## src/rtl/imem_loader_if.sv

```systemverilog
// Byte-stream handshake that carries a program image into the instruction loader.
// A byte moves on a clock edge where rx_valid and rx_ready are both high.
interface imem_loader_if;
    logic       rx_valid;
    logic [7:0] rx_data;
    logic       rx_ready;

    modport master (
        output rx_valid,
        output rx_data,
        input  rx_ready
    );

    modport slave (
        input  rx_valid,
        input  rx_data,
        output rx_ready
    );
endinterface

```

## src/rtl/imem_loader.sv

```systemverilog
// Instruction-memory loader: parses COUNT / data words / CHECK from a byte stream,
// fills the instruction RAM, serves fetch reads and holds the core until a good load.
module imem_loader #(
    parameter int DEPTH = 16,
    parameter int AW    = 4,
    parameter int IW    = 16
) (
    input  logic          clk,
    input  logic          reset,
    input  logic          load_start,
    imem_loader_if.slave  rx,
    input  logic [AW-1:0] fetch_addr,
    output logic [IW-1:0] fetch_data,
    output logic          core_hold,
    output logic          load_done,
    output logic          load_err,
    output logic [AW:0]   words_loaded
);

    typedef enum logic [2:0] {
        S_IDLE,
        S_COUNT,
        S_HI,
        S_LO,
        S_CHECK,
        S_DONE,
        S_ERROR
    } state_t;

    state_t        state;
    state_t        state_n;

    logic [IW-1:0] mem [DEPTH];
    logic [AW:0]   n_reg;
    logic [AW-1:0] wr_ptr;
    logic [7:0]    csum;
    logic [7:0]    hi_reg;

    logic          rx_ready;
    logic          xfer;
    logic          count_bad;
    logic          last_word;

    assign rx.rx_ready = rx_ready;
    assign xfer        = rx.rx_valid & rx_ready;
    assign count_bad   = (rx.rx_data == 8'd0) || (rx.rx_data > 8'(DEPTH));
    assign last_word   = ({1'b0, wr_ptr} == (n_reg - 1'b1));

    always_ff @(posedge clk or posedge reset) begin
        if (reset) begin
            state <= S_IDLE;
        end else begin
            state <= state_n;
        end
    end

    always_comb begin
        state_n  = state;
        rx_ready = 1'b0;

        case (state)
            S_COUNT, S_HI, S_LO, S_CHECK, S_ERROR: rx_ready = 1'b1;
            default:                               rx_ready = 1'b0;
        endcase

        // A restart pulse must not swallow a byte offered in the same cycle.
        if (load_start) begin
            rx_ready = 1'b0;
        end

        case (state)
            S_COUNT: begin
                if (xfer) begin
                    state_n = count_bad ? S_ERROR : S_HI;
                end
            end
            S_HI: begin
                if (xfer) begin
                    state_n = S_LO;
                end
            end
            S_LO: begin
                if (xfer) begin
                    state_n = last_word ? S_CHECK : S_HI;
                end
            end
            S_CHECK: begin
                if (xfer) begin
                    state_n = (rx.rx_data == csum) ? S_DONE : S_ERROR;
                end
            end
            default: begin
                state_n = state;
            end
        endcase

        if (load_start) begin
            state_n = S_COUNT;
        end
    end

    always_ff @(posedge clk or posedge reset) begin
        if (reset) begin
            for (int unsigned i = 0; i < DEPTH; i++) begin
                mem[i] <= '0;
            end
            n_reg        <= '0;
            wr_ptr       <= '0;
            csum         <= '0;
            hi_reg       <= '0;
            words_loaded <= '0;
        end else if (xfer) begin
            case (state)
                S_COUNT: begin
                    if (!count_bad) begin
                        n_reg        <= rx.rx_data[AW:0];
                        csum         <= rx.rx_data;
                        wr_ptr       <= '0;
                        words_loaded <= '0;
                    end
                end
                S_HI: begin
                    hi_reg <= rx.rx_data;
                    csum   <= csum ^ rx.rx_data;
                end
                S_LO: begin
                    mem[wr_ptr]  <= {hi_reg, rx.rx_data};
                    csum         <= csum ^ rx.rx_data;
                    wr_ptr       <= wr_ptr + 1'b1;
                    words_loaded <= words_loaded + 1'b1;
                end
                default: begin
                end
            endcase
        end
    end

    // Status flags are pure functions of the state so they track every transition exactly.
    assign core_hold = (state != S_DONE);
    assign load_done = (state == S_DONE);
    assign load_err  = (state == S_ERROR);

    always_comb begin
        fetch_data = '0;
        if ({1'b0, fetch_addr} < (AW+1)'(DEPTH)) begin
            fetch_data = mem[fetch_addr];
        end
    end

endmodule
```

## src/flat_wrapper.sv

```systemverilog
// flat-port wrapper written by rule: the top's interface ports become plain ports
module imem_loader_flat 
#(
    parameter int DEPTH = 16,
    parameter int AW    = 4,
    parameter int IW    = 16
)
  (clk, reset, load_start, fetch_addr, fetch_data, core_hold, load_done, load_err, words_loaded, rx_rx_valid, rx_rx_data, rx_rx_ready);
  imem_loader_if rx_i ();
  input  logic clk;
  input  logic reset;
  input  logic load_start;
  input  logic [AW-1:0] fetch_addr;
  output logic [IW-1:0] fetch_data;
  output logic core_hold;
  output logic load_done;
  output logic load_err;
  output logic [AW:0] words_loaded;
  input wire logic [$bits(rx_i.rx_valid)-1:0] rx_rx_valid;
  input wire logic [$bits(rx_i.rx_data)-1:0] rx_rx_data;
  output wire logic [$bits(rx_i.rx_ready)-1:0] rx_rx_ready;
  assign rx_i.rx_valid = rx_rx_valid;
  assign rx_i.rx_data = rx_rx_data;
  assign rx_rx_ready = rx_i.rx_ready;
  imem_loader #(.DEPTH(DEPTH), .AW(AW), .IW(IW)) u_core (.clk(clk), .reset(reset), .load_start(load_start), .rx(rx_i), .fetch_addr(fetch_addr), .fetch_data(fetch_data), .core_hold(core_hold), .load_done(load_done), .load_err(load_err), .words_loaded(words_loaded));
endmodule
```

## config.mk

```make
export PLATFORM = sky130hd
export DESIGN_NAME = imem_loader_flat
export DESIGN_NICKNAME = d
export VERILOG_FILES = /design/src/rtl/imem_loader_if.sv /design/src/rtl/imem_loader.sv /design/src/flat_wrapper.sv
export SDC_FILE = /design/constraint.sdc
export NUM_CORES = 1
export LEC_CHECK = 0
export ABC_AREA = 1
export CAP_MARGIN = 10
export CORE_MARGIN = 2
export CORE_UTILIZATION = 69
export CTS_CLUSTER_DIAMETER = 150
export CTS_CLUSTER_SIZE = 12
export DETAILED_ROUTE_END_ITERATION = 12
export DONT_BUFFER_PORTS = 1
export PLACE_DENSITY = 0.85
export SYNTH_ARGS = -nofsm -noshare
export SYNTH_HDL_FRONTEND = slang
export SYNTH_SLANG_ARGS = --single-unit
```

## constraint.sdc

```tcl
create_clock -name clk -period 17.5 [get_ports clk]
set_input_delay 3.5 -clock clk [delete_from_list [all_inputs] [get_ports clk]]
set_output_delay 3.5 -clock clk [all_outputs]
set_load 0.05 [all_outputs]
```

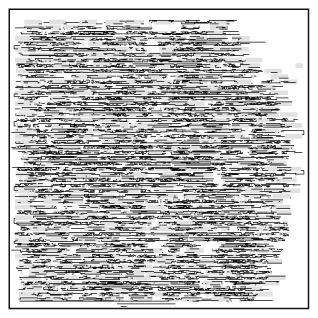
(run_1/m1.png)
(2 px per um) Cells faint in the background.
The longest straight run is 74.5 um. The layer holds 39% of the routed length. 1,647 nets have wire on it. The wires run mostly horizontal. The layer carries 15,300 um of wire.

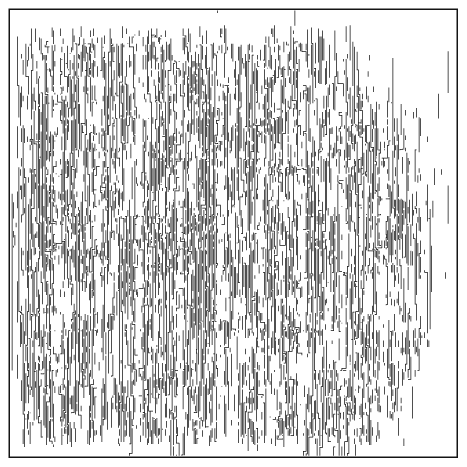
(run_1/m2.png)
(3 px per um)
The wires run mostly vertical. The layer carries 17,200 um of wire. The layer holds 44% of the routed length.

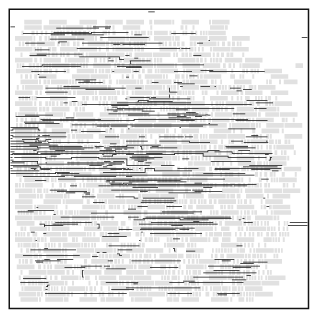
(run_1/m3.png)
(2 px per um) Cells faint in the background.
The layer holds 12% of the routed length. The layer carries 4,580 um of wire. 174 nets have wire on it. The wires run mostly horizontal. The longest straight run is 96.6 um.

==> impl_metrics.tcl, run 1 <==
# yosys + openroad results
set metrics [dict create \
    fp-row-count 52 \
    mux_area_share_pct 0 \
    grt_max_degree 257 \
    nNetsFinal 1767 \
    synth.distinct_cells 30 \
    cp_max_fo 33 \
    die_height_um 149 \
    bufAreaShareNonClock_pct 0.435 \
    cp_data_arrival_time_ps 5000 \
    timing.hold.ws_ps 489 \
    dieArea_sq_um 22200 \
    intPower_mw 1.03 \
    final_util_pct 73.2 \
    grt_pass1_vias 11500 \
    ys_sh_simple_pct 22.2 \
    min_to "u_core.mem[209]" \
    warnings 37 \
    cp-startpoint "fetch_addr[2]" \
    critPathLaunchType "input port" \
    comb_cells 1254 \
    clk_latency_ps 580 \
    netlist_instances 1854 \
    finalPower_mw 1.46 \
    nonClockInverterCount 165 \
    p_seq_mw 0.761 \
    top_cell_area_share_pct 50.0 \
    core_area_sq_um 20400 \
    buffers 7 \
    seq_cells 289 \
    syn_area_sq_um 14500 \
    drv_cap 0 \
    drc 0 \
    outcome "completed" \
    yosysWarnings 0 \
    cts-htree-levels 1 \
    antenna_cells 0 \
    clock_skew_ps 35.8 \
    ir_drop_uv 87.6 \
    fp_nets 1876 \
]
[run 1: cells in the mapped netlist]
cell type  instances
clkbuf_4           1
a21oi_1           65
o21ai_0          328
ha_1               6
a21oi_2            1
nor3_1             3
inv_1            163
buf_6              9
nand2_2            2
nor2_8             9
nand4_1            6
xnor2_1           10
buf_1              9
nand3_1          125
nand2_1          581
nor2_2             1
clkbuf_1          86
clkbuf_2           1
o21ai_1           15
dfrtp_1          289
o211ai_1          64
nand3_4            1
or2_2              2
nor2_1            31
buf_2             37
inv_2              2
buf_12             1
nand3b_1           1
xor2_1             3
buf_4              2
[run 1: critical path, stage by stage]
cell	delay [ps]
inv_1	760
nand3_1	200
nand3_1	140
nand2_1	370
==> run_1/m4.png <==
(2 px per um) Cells faint in the background.
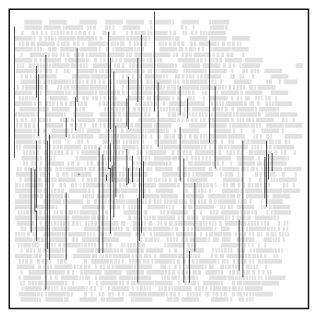

==> inputs of run 2 (changes only) <==
--- a/config.mk
+++ b/config.mk
@@ -8,12 +8,12 @@
 export ABC_AREA = 1
 export CAP_MARGIN = 10
 export CORE_MARGIN = 2
-export CORE_UTILIZATION = 69
+export CORE_UTILIZATION = 64
 export CTS_CLUSTER_DIAMETER = 150
 export CTS_CLUSTER_SIZE = 12
 export DETAILED_ROUTE_END_ITERATION = 12
 export DONT_BUFFER_PORTS = 1
-export PLACE_DENSITY = 0.85
+export PLACE_DENSITY = 0.8
 export SYNTH_ARGS = -nofsm -noshare
 export SYNTH_HDL_FRONTEND = slang
 export SYNTH_SLANG_ARGS = --single-unit
==> constraint.sdc (replaced) <==
create_clock -name clk -period 8.06 [get_ports clk]
set_input_delay 1.612 -clock clk [delete_from_list [all_inputs] [get_ports clk]]
set_output_delay 1.612 -clock clk [all_outputs]
set_load 0.05 [all_outputs]
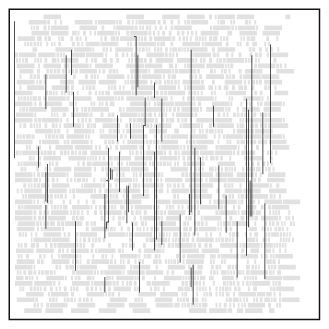
(run_2/m4.png)
(2 px per um) Cells faint in the background.
The layer holds 3.3% of the routed length. 34 nets have wire on it.

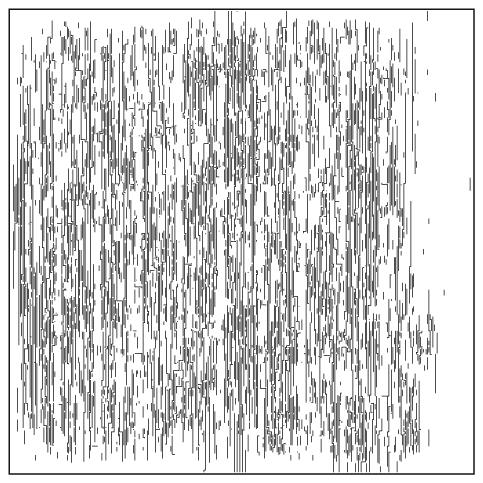
(run_2/m2.png)
(3 px per um)
The layer holds 47% of the routed length. The layer carries 18,000 um of wire. 1,286 nets have wire on it. The wires run mostly vertical. The longest straight run is 80.9 um.

==> impl_metrics.tcl, run 2 <==
# yosys + openroad results
set metrics [dict create \
    antenna_cells 0 \
    synthMostInstantiatedCell "nand2_1" \
    drv_cap 0 \
    top_cell_area_share_pct 50.0 \
    ys_sh_simple_pct 22.2 \
    min_to "u_core.mem[89]" \
    synth.distinct_cells 30 \
    ir_drop_uv 233 \
    cp_max_fo 33 \
    dieArea_sq_um 23800 \
    outcome "completed" \
    core_area_sq_um 22400 \
    p_seq_mw 1.65 \
    final_util_pct 67.0 \
    intPower_mw 2.25 \
    critPathLaunchType "input port" \
    cp-startpoint "fetch_addr[2]" \
    timing.hold.ws_ps 482 \
    fp-row-count 55 \
    cp_data_arrival_time_ps 2980 \
    grt_max_degree 257 \
    syn_area_sq_um 14500 \
    warnings 35 \
]
run 2: critical path, cell delays in order:
cell and delay [ps]:
inv_1 390, buf_16 250, nand3_1 140, nand3_1 150
nand2_1 410
run 2: kinds of logic (layout without fill, tap and decap cells):
group	after synthesis	after routing
adder cells (fa/ha/maj)	6	6
buffers and inverters	311	208
AND/OR/NAND/NOR	762	762
AND-OR/OR-AND	473	473
XOR/XNOR	13	13
flip-flops	289	289
run 2: metal layers:
layer  GRT usage, %  routed length, um
met5              0                  0
met3           4.74               3610
met1           47.1              15800
met4           13.1               1290
met2           53.1              18000
run 2: cell type report:
class,instances,area share [%]
Clock buffer,30,4.85
Clock inverter,1,0.0749
Inverter,165,4.15
Multi-Input combinational cell,1254,39.6
Sequential cell,289,48.1
Tap cell,285,2.37
Timing Repair Buffer,12,0.816
